$ cat src/rtl/sar_comp_responder.sv
// -----------------------------------------------------------------------------
// sar_comp_responder
//
// Behavioural stand-in for the sample-and-hold plus comparator front end of a
// successive-approximation ADC. A sample is accepted in IDLE and then settles
// for SETTLE cycles in ACQUIRE. In HOLD, every trial code presented by the SAR
// engine is compared against the held value. The result comes out through a
// LAT-deep pipeline. eoc ends the conversion and drops any result still in
// flight.
//
// Parameters
//   WIDTH   code width of the sampled value and of trial codes
//   LAT     comparator latency in cycles (1..8)
//   SETTLE  acquisition cycles after a sample is accepted (1..15)
//
// Ports
//   clk          sole clock, rising edge
//   rst          asynchronous, active-high reset
//   vin_data     unsigned input-voltage code to be sampled
//   vin_valid    vin_data offered
//   vin_ready    sample accepted this cycle if vin_valid (IDLE only)
//   trial_code   SAR trial code
//   trial_valid  trial_code valid this cycle
//   eoc          end of conversion; releases the hold
//   comp_out     comparator result, 1 = held_value >= trial_code
//   comp_valid   one-cycle strobe marking a new comp_out
//   busy         high in ACQUIRE and HOLD
//   held_value   currently held sample
//   proto_err    sticky flag: trial_valid outside HOLD
// -----------------------------------------------------------------------------
module sar_comp_responder #(
    parameter int WIDTH  = 10,
    parameter int LAT    = 2,
    parameter int SETTLE = 4
) (
    input  logic             clk,
    input  logic             rst,
    input  logic [WIDTH-1:0] vin_data,
    input  logic             vin_valid,
    output logic             vin_ready,
    input  logic [WIDTH-1:0] trial_code,
    input  logic             trial_valid,
    input  logic             eoc,
    output logic             comp_out,
    output logic             comp_valid,
    output logic             busy,
    output logic [WIDTH-1:0] held_value,
    output logic             proto_err
);

    typedef enum logic [1:0] {
        S_IDLE    = 2'd0,
        S_ACQUIRE = 2'd1,
        S_HOLD    = 2'd2
    } state_t;

    // SETTLE is at most 15, so four bits always hold the acquisition count.
    localparam logic [3:0] SETTLE_LD = 4'(SETTLE);

    state_t           state_q;
    logic [3:0]       settle_q;
    logic [WIDTH-1:0] held_q;
    logic             proto_err_q;

    // Pipeline: bit i of vpipe_q marks a live result in stage i, and bit i of
    // dpipe_q carries that result. The last stage drives comp_valid/comp_out.
    logic [LAT-1:0]   vpipe_q;
    logic [LAT-1:0]   dpipe_q;
    logic [LAT-1:0]   vpipe_d;
    logic [LAT-1:0]   dpipe_d;

    logic             launch;
    logic             flush;
    logic             cmp_ge;

    // A trial that arrives in the same cycle as eoc is ignored. eoc in HOLD
    // drops every in-flight result, so no strobe comes from them.
    assign flush  = (state_q == S_HOLD) && eoc;
    assign launch = (state_q == S_HOLD) && trial_valid && !eoc;
    assign cmp_ge = (held_q >= trial_code);

    // -------------------------------------------------------------------------
    // Control FSM: state, acquisition counter, held sample, sticky error.
    // -------------------------------------------------------------------------
    always_ff @(posedge clk or posedge rst) begin
        if (rst) begin
            state_q     <= S_IDLE;
            settle_q    <= '0;
            held_q      <= '0;
            proto_err_q <= 1'b0;
        end else begin
            // NOTE: sequential state uses non-blocking assignments only, so
            // every register in this block sees pre-edge values of the others.
            if (trial_valid && (state_q != S_HOLD)) begin
                proto_err_q <= 1'b1;
            end

            case (state_q)
                S_IDLE: begin
                    if (vin_valid) begin
                        held_q   <= vin_data;
                        settle_q <= SETTLE_LD;
                        state_q  <= S_ACQUIRE;
                    end
                end
                S_ACQUIRE: begin
                    // The counter is loaded with SETTLE on accept and reaches
                    // 1 on the last of exactly SETTLE ACQUIRE cycles.
                    settle_q <= settle_q - 4'd1;
                    if (settle_q == 4'd1) begin
                        state_q <= S_HOLD;
                    end
                end
                S_HOLD: begin
                    if (eoc) begin
                        state_q <= S_IDLE;
                    end
                end
                default: begin
                    state_q <= S_IDLE;
                end
            endcase
        end
    end

    // -------------------------------------------------------------------------
    // Comparator pipeline: stage 0 takes a new launch, stage g takes stage g-1.
    // -------------------------------------------------------------------------
    for (genvar g = 0; g < LAT; g++) begin : g_stage
        if (g == 0) begin : g_head
            assign vpipe_d[g] = launch;
            assign dpipe_d[g] = cmp_ge;
        end else begin : g_body
            assign vpipe_d[g] = vpipe_q[g-1];
            assign dpipe_d[g] = dpipe_q[g-1];
        end
    end

    always_ff @(posedge clk or posedge rst) begin
        if (rst) begin
            vpipe_q <= '0;
            // NOTE: the data lanes are reset as well as the valid bits because
            // the last lane is comp_out itself, which must read 0 after reset.
            dpipe_q <= '0;
        end else begin
            vpipe_q <= flush ? '0 : vpipe_d;
            // A data lane loads only when a live result enters it. The last
            // lane therefore holds the most recent completed result between
            // strobes, and a flushed result never reaches comp_out.
            for (int i = 0; i < LAT; i++) begin
                if (vpipe_d[i] && !flush) begin
                    dpipe_q[i] <= dpipe_d[i];
                end
            end
        end
    end

    // -------------------------------------------------------------------------
    // Outputs
    // -------------------------------------------------------------------------
    assign vin_ready  = (state_q == S_IDLE);
    assign busy       = (state_q != S_IDLE);
    assign held_value = held_q;
    assign proto_err  = proto_err_q;
    assign comp_valid = vpipe_q[LAT-1];
    assign comp_out   = dpipe_q[LAT-1];

endmodule

$ cat config.mk
export PLATFORM = sky130hd
export DESIGN_NAME = sar_comp_responder
export DESIGN_NICKNAME = d
export VERILOG_FILES = /design/src/rtl/sar_comp_responder.sv
export SDC_FILE = /design/constraint.sdc
export NUM_CORES = 1
export LEC_CHECK = 0
export CELL_PAD_IN_SITES_DETAIL_PLACEMENT = 1
export CELL_PAD_IN_SITES_GLOBAL_PLACEMENT = 1
export CORE_MARGIN = 3
export CORE_UTILIZATION = 30
export CTS_CLUSTER_DIAMETER = 30
export CTS_CLUSTER_SIZE = 14
export DETAILED_ROUTE_END_ITERATION = 7
export GPL_TIMING_DRIVEN = 0
export HOLD_SLACK_MARGIN = 0.12
export PLACE_DENSITY_LB_ADDON = 0.1
export SYNTH_ARGS = -nofsm -noshare
export SYNTH_HDL_FRONTEND = slang
export SYNTH_SLANG_ARGS = --single-unit
$ cat constraint.sdc
create_clock -name clk -period 1.4 [get_ports clk]
set_input_delay 0.35 -clock clk [delete_from_list [all_inputs] [get_ports clk]]
set_output_delay 0.35 -clock clk [all_outputs]
set_load 0.01 [all_outputs]
Fig. 1: layout detail
The bar under the picture is 10 microns long. Region (4, 4) to (29, 29) microns. Cells in gray, sequential cells in the stronger gray; small squares are vias.
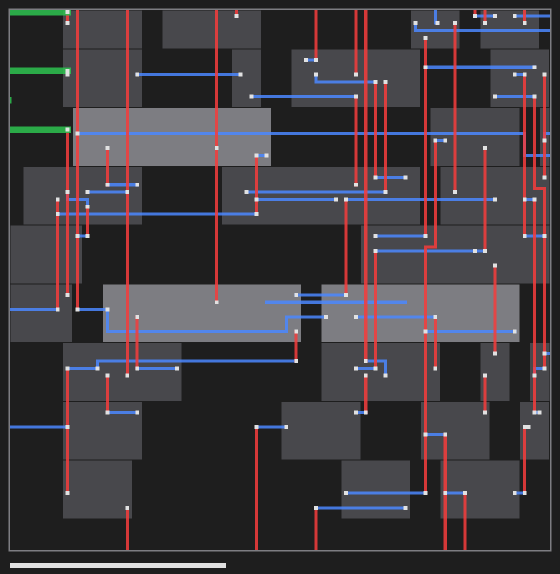
met1 -> blue
met3 -> green
met2 -> red
cells with their middle in the window = 28
most frequent = clkdlybuf4s50_1 (6), dlygate4sd2_1 (4)
sequential cells in the window = 3
netlist names of flops here include = `held_value` (3)

Fig. 2: port wiring
The bar under the picture is 20 microns long.
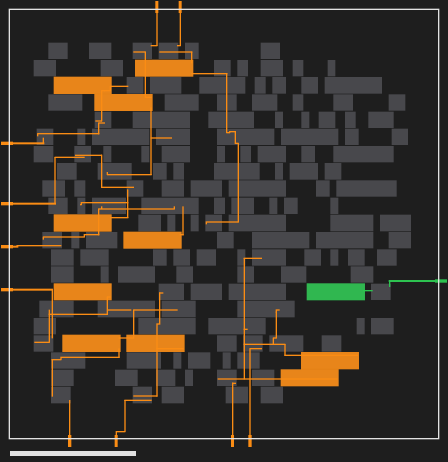
`comp_valid` -> green  # bits 1, direction output, edge right, end cells 1, wire 9.50 microns
`held_value` -> orange  # bits 10, direction output, edge 4 left, 4 bottom, 2 top, end cells 10, wire 404 microns
IO Pins: 40
port bufs: 39

==> deck_impl_summary.md <==
Run Summary

Yosys
  • # Cells Yosys: 99
  • Cell Type Count: 31
  • Yosys top cell area share: 46.1%
  • Syn Nets: 136
  • Synth warn: 0
  • Ys async rst share: 100%

Routing
  • WL met2: 1.65 mm
  • DR vias: 970
  • Final ANT Viol Nets: 0
  • DRT Pass-1 Iters: 2
  • M1 WL: 1.34 mm
  • WL/cell: 16.0 microns

Die
  • Site row count: 21

Setup path
  • Worst R2R Setup Slack: -120 ps
  • Critical Path AT: 1670 ps
  • R2R Path End: held_value[6]
  • Crit path from: state_q[1]
  • Startpoint Class: flip-flop
  • Critical path type: reg2reg

Run
  • Count of tool warnings: 30
  • Max cap viols: 0

Global routing
  • GRT overflow: 0
  • Largest net degree at the start of global routing: 22
  • First-pass GRT wire length: 4.97 mm

Outcome
  • Outcome: finished with violations
  • Failing checks: setup timing

Pwr
  • Static leakage: 0.883 nW
  • Overall power: 0.00339 W

Timing
  • Tcrit/Tclk final: 109%
  • Final Setup Violations: 12
  • Worst-margin pin slew: 829 ps
  • Hold_ws: 454 ps
  • Final worst slack: -124 ps
  • Setup TNS: -970 ps

Clocking
  • CTS Buffer Depth: 2
  • Worst-path clk slew: 80 ps

Final layout
  • Syn-to-layout area delta: 66.3%
  • Antenna diode count: 0

Place
  • Post-Place Worst Slack: -532 ps
==> metal layers <==
layer  track usage, %  up-vias
met4             3.80        0
li1                 -      459
met1             17.1      479
met3             3.00        6
met2             26.4       26
met5                0        -
==> state kept, by name, indices dropped and copies added (netlist names) <==
register    cells
state_q         2
held_value     10
dpipe_q         2
proto_err       1
vpipe_q         2
settle_q        4
==> worst min path at each step <==
stage | startpoint | end | slack (ps)
after global routing | proto_err | proto_err | 480
after detailed placement | proto_err | proto_err | 440
final | proto_err | proto_err | 450
after floorplan | rst | dpipe_q[0] | 330
after global placement | proto_err | proto_err | 440
after CTS | proto_err | proto_err | 460
==> area by class of cell <==
type / instances / area (sq um)
fill: 389 / 1600
multi-input combinational: 61 / 692
sequential: 21 / 528
timing repair buffer: 53 / 493
inverter: 16 / 62.6
tap: 46 / 57.6
clock buffer: 4 / 45.0
buffer: 1 / 20.0
==> worst max-delay path, stage by stage, from the launching register on <==
cell and delay, ps:
dfrtp_2 420, or2_4 270, inv_4 50, and2_4 160, buf_12 100, buf_12 110
mux2_4 300
==> cell usage after synthesis (2+ instances only) <==
cell	instances
a21o_1	3
a21oi_1	4
dfrtp_1	21
ha_1	12
inv_1	15
mux2_2	2
mux2_4	8
nand2_1	4
nand2b_1	2
nand4_1	2
nor3_1	2
o21ai_0	5
==> where the power goes <==
group | total (W) | internal [W] | switching (W)
Sequential | 0.00110 | 0.000861 | 0.000238
Clock | 0.000408 | 0.000203 | 0.000205
Combinational | 0.00189 | 0.00111 | 0.000778
==> cell families after synthesis <==
group / synth area share, %
compound gates: 11.3
fa+ha+maj: 13.2
buf+inv: 6.25
flops: 46.1
mux: 12.5
simple gates: 10.7
==> metrics by stage <==
step                instance area [sq um]  std cells  util [%]
finish                               1900        202      54.3
global route                         1900        202      54.3
CTS                                  1810        197      51.8
detailed placement                   1610        184      46.2
global placement                     1610        184      46.2
floorplan                            1160         99         -
==> timing repair <==
item | in CTS | in global routing
endpoints found under the setup margin | 24 | 13
gates cloned | 1 | 0
pin swaps | 17 | 8
setup buffers | 8 | 6
gates resized | 46 | 10
No activity file was given, so power comes from the tool's default toggle rates.
